===== src/rtl/bandit_egreedy.sv =====
// Epsilon-greedy multi-armed bandit.
// After clearing, each round scans the action-value table for the argmax and
// then either exploits it or explores an LFSR-chosen action. It issues the
// action, waits for a reward, and nudges that action's value toward the
// reward by 2**-RATE_SHIFT.
module bandit_egreedy #(
  parameter int unsigned ACTION_WIDTH = 8,
  parameter int unsigned DATA_WIDTH   = 8,
  parameter int unsigned RATE_SHIFT   = 3,
  parameter int unsigned EPSILON      = 26,
  parameter logic [15:0] SEED         = 16'hACE1
) (
  input  logic                    clock,
  input  logic                    reset,
  input  logic                    reward_valid,
  input  logic [DATA_WIDTH-1:0]   reward_data,
  output logic                    reward_ready,
  output logic                    action_valid,
  output logic [ACTION_WIDTH-1:0] action_data,
  input  logic                    action_ready
);

  localparam int unsigned             Actions   = 2 ** ACTION_WIDTH;
  localparam logic [ACTION_WIDTH-1:0] LastIdx   = '1;
  localparam logic [8:0]              EpsThresh = 9'(EPSILON);

  typedef enum logic [1:0] {StClear, StSelect, StAction, StReward} state_e;

  state_e state_q, state_d;

  logic [ACTION_WIDTH-1:0] idx_q, idx_d;
  logic [ACTION_WIDTH-1:0] best_idx_q, best_idx_d;
  logic [DATA_WIDTH-1:0]   best_val_q, best_val_d;
  logic [ACTION_WIDTH-1:0] action_q, action_d;
  logic [15:0]             lfsr_q, lfsr_d;

  logic [DATA_WIDTH-1:0] action_value_table [Actions];

  logic                    idx_last;
  logic                    reward_fire;
  logic [DATA_WIDTH-1:0]   cand_val;
  logic                    cand_better;
  logic [ACTION_WIDTH-1:0] sel_idx;
  logic [DATA_WIDTH-1:0]   sel_val;
  logic                    explore;
  logic [DATA_WIDTH-1:0]   cur_val;
  logic signed [DATA_WIDTH:0] diff;
  logic signed [DATA_WIDTH:0] step_val;
  logic [DATA_WIDTH-1:0]   new_val;

  assign idx_last    = (idx_q == LastIdx);
  assign reward_fire = (state_q == StReward) && reward_valid;

  // State register
  always_ff @(posedge clock) begin
    if (reset) begin
      state_q <= StClear;
    end else begin
      state_q <= state_d;
    end
  end

  // Next-state logic: CLEAR and SELECT each sweep the whole index range once
  always_comb begin
    state_d = state_q;
    unique case (state_q)
      StClear:  if (idx_last)     state_d = StSelect;
      StSelect: if (idx_last)     state_d = StAction;
      StAction: if (action_ready) state_d = StReward;
      StReward: if (reward_valid) state_d = StSelect;
      default:                    state_d = StClear;
    endcase
  end

  // Outputs decoded from registered state only
  always_comb begin
    action_valid = (state_q == StAction);
    reward_ready = (state_q == StReward);
    action_data  = action_q;
  end

  // Argmax scan, exploration decision and value update arithmetic
  always_comb begin
    cand_val    = action_value_table[idx_q];
    // Entry 0 seeds the running max; strict compare keeps the lowest index on ties
    cand_better = (idx_q == '0) || (cand_val > best_val_q);
    sel_idx     = cand_better ? idx_q : best_idx_q;
    sel_val     = cand_better ? cand_val : best_val_q;
    explore     = ({1'b0, lfsr_q[7:0]} < EpsThresh);

    cur_val  = action_value_table[action_q];
    diff     = $signed({1'b0, reward_data}) - $signed({1'b0, cur_val});
    step_val = diff >>> RATE_SHIFT;
    // Result always lies between old value and reward, so truncation is safe
    new_val  = DATA_WIDTH'({1'b0, cur_val} + step_val);

    lfsr_d     = {lfsr_q[14:0], lfsr_q[15] ^ lfsr_q[13] ^ lfsr_q[12] ^ lfsr_q[10]};
    idx_d      = idx_q;
    best_idx_d = best_idx_q;
    best_val_d = best_val_q;
    action_d   = action_q;

    unique case (state_q)
      StClear: begin
        idx_d = idx_q + ACTION_WIDTH'(1);
      end
      StSelect: begin
        idx_d      = idx_q + ACTION_WIDTH'(1);
        best_idx_d = sel_idx;
        best_val_d = sel_val;
        if (idx_last) begin
          action_d = explore ? lfsr_q[15 -: ACTION_WIDTH] : sel_idx;
        end
      end
      default: ;
    endcase
  end

  // Datapath registers; the index wraps to 0 at the end of each sweep
  always_ff @(posedge clock) begin
    if (reset) begin
      idx_q      <= '0;
      best_idx_q <= '0;
      best_val_q <= '0;
      action_q   <= '0;
      lfsr_q     <= SEED;
    end else begin
      idx_q      <= idx_d;
      best_idx_q <= best_idx_d;
      best_val_q <= best_val_d;
      action_q   <= action_d;
      lfsr_q     <= lfsr_d;
    end
  end

  // Table writes: sequential clear, then reward updates; reset blocks both
  always_ff @(posedge clock) begin
    if (!reset) begin
      if (state_q == StClear) begin
        action_value_table[idx_q] <= '0;
      end else if (reward_fire) begin
        action_value_table[action_q] <= new_val;
      end
    end
  end

endmodule


===== config.mk =====
export PLATFORM = sky130hd
export DESIGN_NAME = bandit_egreedy
export DESIGN_NICKNAME = d
export VERILOG_FILES = /design/src/rtl/bandit_egreedy.sv
export SDC_FILE = /design/constraint.sdc
export NUM_CORES = 2
export LEC_CHECK = 0
export CORE_MARGIN = 4
export CORE_UTILIZATION = 35
export CTS_BUF_LIST = sky130_fd_sc_hd__clkbuf_16
export CTS_CLUSTER_DIAMETER = 40
export CTS_CLUSTER_SIZE = 16
export DETAILED_ROUTE_END_ITERATION = 16
export GPL_ROUTABILITY_DRIVEN = 0
export PLACE_DENSITY = 0.61
export SYNTH_ARGS = -nofsm -noshare
export SYNTH_HDL_FRONTEND = slang
export SYNTH_SLANG_ARGS = --single-unit

===== constraint.sdc =====
create_clock -name clock -period 17.8 [get_ports clock]
set_input_delay 2.67 -clock clock [delete_from_list [all_inputs] [get_ports clock]]
set_output_delay 2.67 -clock clock [all_outputs]
set_load 0.1 [all_outputs]

Fig. 1: clock wiring as the flow saved it
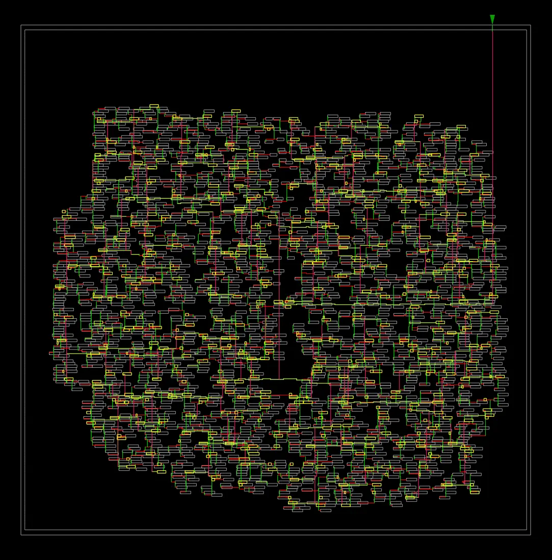
Max Clock Skew: 0.0554 ns
sequential cells: 2,114

Fig. 2: routed clock nets over the placement
The bar under the picture is 200 um long.
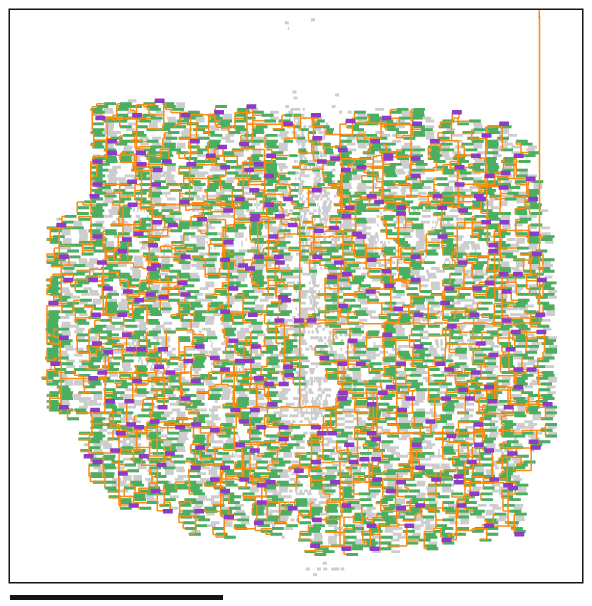
legend:
  orange:
    item: clock wires
    length: 27.5 mm
  purple:
    item: clock drivers
    count: 308
  green:
    item: flip-flops
    count: 2,114
routed clock nets: 309

==> run_summary.xml <==
<?xml version="1.0" encoding="UTF-8"?>
<metrics>
  <group name="outcome">
    <metric name="run_status" unit="">finished clean</metric>
  </group>
  <group name="routing">
    <metric name="drt_first_pass_iters" unit="">5</metric>
  </group>
  <group name="power">
    <metric name="pwr-share-clk" unit="">0.457</metric>
    <metric name="combPwrFrac" unit="">0.127</metric>
    <metric name="power.switching_fraction" unit="">0.256</metric>
    <metric name="power_clock" unit="W">0.00600</metric>
  </group>
  <group name="critical_path">
    <metric name="depth_of_the_worst_register_to_register_path" unit="">25</metric>
    <metric name="critPathLaunchType" unit="">flop</metric>
    <metric name="critPathKind" unit="">reg -&gt; reg</metric>
  </group>
  <group name="place">
    <metric name="post-place-cells" unit="">8072</metric>
    <metric name="dp_worst_setup_slack" unit="ns">7.12</metric>
  </group>
  <group name="clocking">
    <metric name="cts_setup_buffers" unit="">0</metric>
    <metric name="ctsRootBufferMaster" unit="">sky130_fd_sc_hd__clkbuf_16</metric>
  </group>
  <group name="logic_synthesis">
    <metric name="synth-cells-yosys" unit="">4547</metric>
    <metric name="synth_chip_area" unit="mm^2">0.0984</metric>
    <metric name="syn_area" unit="mm^2">0.0984</metric>
    <metric name="yosysMostFrequentCell" unit="">sky130_fd_sc_hd__edfxtp_1</metric>
    <metric name="xor_share" unit="">0.00169</metric>
  </group>
  <group name="timing">
    <metric name="transition_time_at_the_pin_with_the_least_slew_margin" unit="ns">1.37</metric>
    <metric name="grt_setup_unrepaired" unit="">no</metric>
    <metric name="slew_viol_final" unit="">0</metric>
  </group>
  <group name="layout">
    <metric name="layoutNonFillerInstCount" unit="">8621</metric>
  </group>
  <group name="die">
    <metric name="dieWidth" unit="um">538</metric>
  </group>
  <group name="grt">
    <metric name="globalRouteMet3Util" unit="">0.0441</metric>
  </group>
</metrics>
==> metal layers <==
layer | share of wire | wire length (um)
met4 | 0.041 | 11800
met2 | 0.49 | 140000
met1 | 0.39 | 112000
met3 | 0.084 | 24300
met5 | 0.00028 | 82
==> critical path, delay by kind of cell (launching register included) <==
kind	cells	cell delay [ns]
adder cells (fa/ha/maj)	2	0.50
multiplexers	4	2.31
flip-flops	1	0.80
buffers and inverters	5	3.26
AND-OR/OR-AND	8	1.25
XOR/XNOR	3	0.49
AND/OR/NAND/NOR	3	1.11
==> area by class of cell <==
class / instances / area share
Sequential cell: 2114 / 0.555
Inverter: 26 / 0.000862
Clock buffer: 313 / 0.0692
Antenna cell: 10 / 0.000221
Multi-Input combinational cell: 2044 / 0.300
Timing Repair Buffer: 165 / 0.0127
Tap cell: 3724 / 0.0412
Clock inverter: 225 / 0.0202
==> sequential cells by signal, summed over array words and instances, names as in the netlist, named ones only <==
signal,flops
lfsr_q,16
idx_q,8
best_val_q,8
state_q,2
action_data,8
action_value_table,2048
best_idx_q,8
==> how the worst min path moves through the flow <==
stage	slack, ns	cells after the start	from	endpoint
after floorplan	0.41	1	lfsr_q[0]$_SDFF_PP1_	lfsr_q[1]$_SDFF_PP0_
after global placement	0.42	1	lfsr_q[0]$_SDFF_PP1_	lfsr_q[1]$_SDFF_PP0_
after detailed placement	0.43	1	lfsr_q[9]$_SDFF_PP0_	lfsr_q[10]$_SDFF_PP1_
after CTS	0.45	1	lfsr_q[0]$_SDFF_PP1_	lfsr_q[1]$_SDFF_PP0_
after global routing	0.46	1	lfsr_q[0]$_SDFF_PP1_	lfsr_q[1]$_SDFF_PP0_
final	0.44	1	lfsr_q[0]$_SDFF_PP1_	lfsr_q[1]$_SDFF_PP0_
Power is estimated from default activity; no workload was simulated.
